==> config.mk <==
export PLATFORM = sky130hd
export DESIGN_NAME = frame_draw_sequencer
export DESIGN_NICKNAME = d
export VERILOG_FILES = /design/src/rtl/draw_pkg.sv /design/src/rtl/draw_client_mux.sv /design/src/rtl/frame_draw_sequencer.sv
export SDC_FILE = /design/constraint.sdc
export NUM_CORES = 1
export LEC_CHECK = 0
export CORE_ASPECT_RATIO = 1.1
export CORE_MARGIN = 2
export CORE_UTILIZATION = 47
export CTS_CLUSTER_SIZE = 28
export DETAILED_ROUTE_END_ITERATION = 8
export DONT_BUFFER_PORTS = 1
export PLACE_DENSITY = 0.69
export SYNTH_ARGS = -nofsm -noshare
export SYNTH_HDL_FRONTEND = slang
export SYNTH_HIERARCHICAL = 1
export SYNTH_SLANG_ARGS = --single-unit
==> constraint.sdc <==
create_clock -name clock -period 2 [get_ports clock]
set_clock_uncertainty 0.1 [all_clocks]
set_input_delay 0.3 -clock clock [delete_from_list [all_inputs] [get_ports clock]]
set_output_delay 0.3 -clock clock [all_outputs]
set_load 0.05 [all_outputs]
**PDN straps and rails**

(4 px per um) Pins as bars on the die edge.
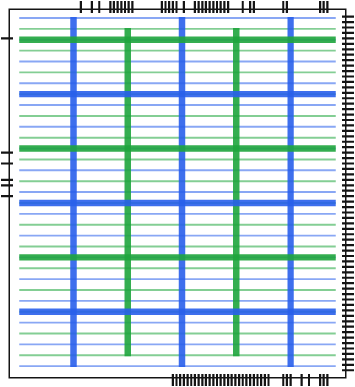
legend:
  VSS:
    colour: blue
  VDD:
    colour: green
met4 straps: 5
rows: 32
core area: 6890 um^2
Max rail drop VDD: 0.000433 V
die x size: 83.8 um
Die H: 91.8 um

**Drive-strength map**

(3 px per um)
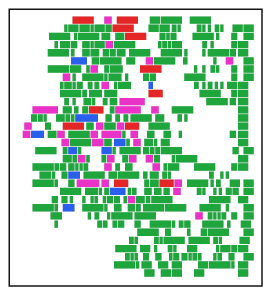
legend:
  _0 and _1 cells:
    colour: green
    cells: 339
    most_used: nand2_1
  _6 and larger:
    colour: red
    cells: 11
    most_used: buf_12
  _2 cells:
    colour: blue
    cells: 10
    most_used: mux2_2
  _3 and _4 cells:
    colour: magenta
    cells: 34
    most_used: buf_4
Signal buffers: 32
synthesis-to-finish area growth: 9.89%
worst setup margin: 0.0967 ns
fin area: 3620 um^2

==> impl_metrics.tcl <==
# metrics dict for downstream scripts
set metrics [dict create \
    clockBufferDepth 2 \
    wl_met2_mm 4.14 \
    power.density_nw_per_um2 844 \
    num_antenna_cells 0 \
    critPathCaptureType "register" \
    status "finished clean" \
    clock_latency_ns 0.30 \
    largest_reg_flops 17 \
    drt-met1-wl_mm 3.40 \
    yosysTopAreaCellShare_pct 33.5 \
    worstPathMaxFanout 8 \
    wl_met3_um 560 \
    max_freq_mhz 525 \
    hpwlAfterDp_mm 6.15 \
    highest_layer "met4" \
    hold_viol_final 0 \
    async_reset_ff_share_pct 0 \
    area_leaders "dfxtp_1, mux2i_1, nand2_1" \
    seqPwrFrac_pct 46.0 \
    wl_per_cell_um 17.2 \
    dr.pass1.iters 4 \
    drtIter0Drc 225 \
    cp_data_required_time_ns 2.15 \
    row_count 32 \
    grt-ovfl-total 0 \
    grt_pass1_wl_mm 13.2 \
    crit_arrival_ns 2.06 \
    track_usage_pct 20.8 \
    syn_area_per_cell_um2 8.57 \
    htreeDepth 2 \
    fp-utilization_pct 47.8 \
    p_switching_uw 1190 \
    warning_count 30 \
    yosysChipArea_um2 3290 \
    finalSetupViolCount 0 \
    p_int_uw 1860 \
    power_frac_comb_pct 34.1 \
    yosys_warnings 6 \
    leakagePower_uw 0.00121 \
    synth_nets 498 \
    cts.sinks 55 \
    tns_ns 0 \
    nNetsFinal 507 \
    ant_nets 0 \
    rsz0062_at_grt "false" \
    num_vias 2882 \
    cts_buffers 5 \
    max_slew.worst_pin.slew_ns 0.783 \
    hold_path_class "in -> reg" \
    yosys.area.top_type "dfxtp_1" \
    pwr-share-clk_pct 19.9 \
    synth_flop_count 55 \
    globalplace.congestion 0.824 \
    clkSlewWorstSetupHoldPaths_ns 0.10 \
    slew_headroom_pct 47.8 \
    finalMaxSlewViolations 0 \
    min_period_ns 1.90 \
    grt_max_degree 49 \
    critical_path_class "reg -> reg" \
    rrSetupSlack_ns 0.1 \
    chip_area_um2 7690 \
    io_pins 141 \
    cp-start-kind "register" \
    vias_per_cell 6.02 \
    cts_tree "built" \
    netlist-cell-type-count 55 \
    finalClockPeriodUsage_pct 95.2 \
    ys_cells 384 \
    drive_gt1_share_pct 14.0 \
    netlist_instances 384 \
    yosysSeqAreaShare_pct 33.5 \
    swShare_pct 38.9 \
    first_global_vias 2753 \
    hold_depth 1 \
    flop_cell "dfxtp_1" \
    fill_cells 643 \
    p_total_uw 3050 \
    cts-root-buf "clkbuf_8" \
]
==> cells in the mapped netlist, types with 3 or more instances <==
library cell,n
clkbuf_1,9
o22ai_1,24
inv_1,6
buf_12,3
and3_1,9
or4_1,4
nand2_1,60
o21ai_0,3
mux2_2,3
mux2_1,3
nor3_1,6
a21oi_1,36
nor2_1,23
a22o_1,3
mux2i_1,52
a211oi_1,3
nand4_1,5
o211ai_1,4
and4_1,3
ha_1,7
buf_2,10
o311ai_0,3
dfxtp_1,55
buf_6,5
nand3_1,9
==> logic make-up (layout without fill, tap and decap cells) <==
kind of cell	count (synthesis)	after routing	synth area share, %
buf+inv	36	46	7.45
compound gates	88	88	16.8
mux	58	58	17.9
simple gates	139	139	21.5
fa+ha+maj	7	7	2.66
flops	55	55	33.5
xor+xnor	1	1	0.266
==> routing by layer <==
layer  up-vias  track usage (%)
li1       1426                -
met1      1333             25.7
met2       115             36.9
met3         8             3.96
met4         0             6.05
met5         -                0
==> layout make-up <==
| type | count | area [um^2] | share of cell area (%) |
|---|---|---|---|
| tap | 85 | 106 | 2.94 |
| clock inverter | 3 | 20.0 | 0.554 |
| timing repair buffer | 32 | 315 | 8.72 |
| inverter | 6 | 22.5 | 0.623 |
| clock buffer | 5 | 68.8 | 1.90 |
| sequential | 55 | 1110 | 30.7 |
| multi-input combinational | 293 | 1970 | 54.6 |
==> placed cells by master (no fill, tap or decap), types with 9 or more instances in the layout <==
master,synthesis,layout
buf_4,1,26
nor2_1,23,23
and3_1,9,9
dfxtp_1,55,52
mux2i_1,52,52
nand3_1,9,9
o22ai_1,24,24
nand2_1,60,60
a21oi_1,36,36
==> critical path, cell delays in order (launching register included) <==
cell	delay, ns
dfxtp_1	0.45
nand4_1	0.30
buf_4	0.27
nor3_1	0.29
and4_1	0.30
a22o_1	0.15
==> power groups by stage <==
stage                     registers, uW  clock network, uW  logic, uW
after CTS                          1400                630       1020
after floorplan                    1400                  0        858
after global placement             1420                  0        992
final                              1400                607       1040
after global routing               1420                680       1140
after detailed placement           1430                  0       1000
==> timing repair <==
action / CTS / global route
endpoints found under the hold margin: 43 / 0
setup endpoints to repair: 0 / 13
setup buffers: 0 / 4
hold buffers: 1 / 0
resized: 0 / 7
==> per-stage QoR <==
step | instance area [um^2] | util, % | worst slack [ns] | std cells | hold slack, ns
after CTS | 3560 | 51.7 | 0.0227 | 475 | 0.00843
after global placement | 3450 | 50.1 | 0.180 | 466 | 0.270
after global routing | 3620 | 52.5 | 0.0102 | 479 | 0.00331
after floorplan | 3300 | - | 0.0389 | 384 | 0.347
final | 3620 | 52.5 | 0.0967 | 479 | 0.0135
after detailed placement | 3450 | 50.1 | 0.0684 | 466 | 0.270
Power and IR drop assume default switching activity.
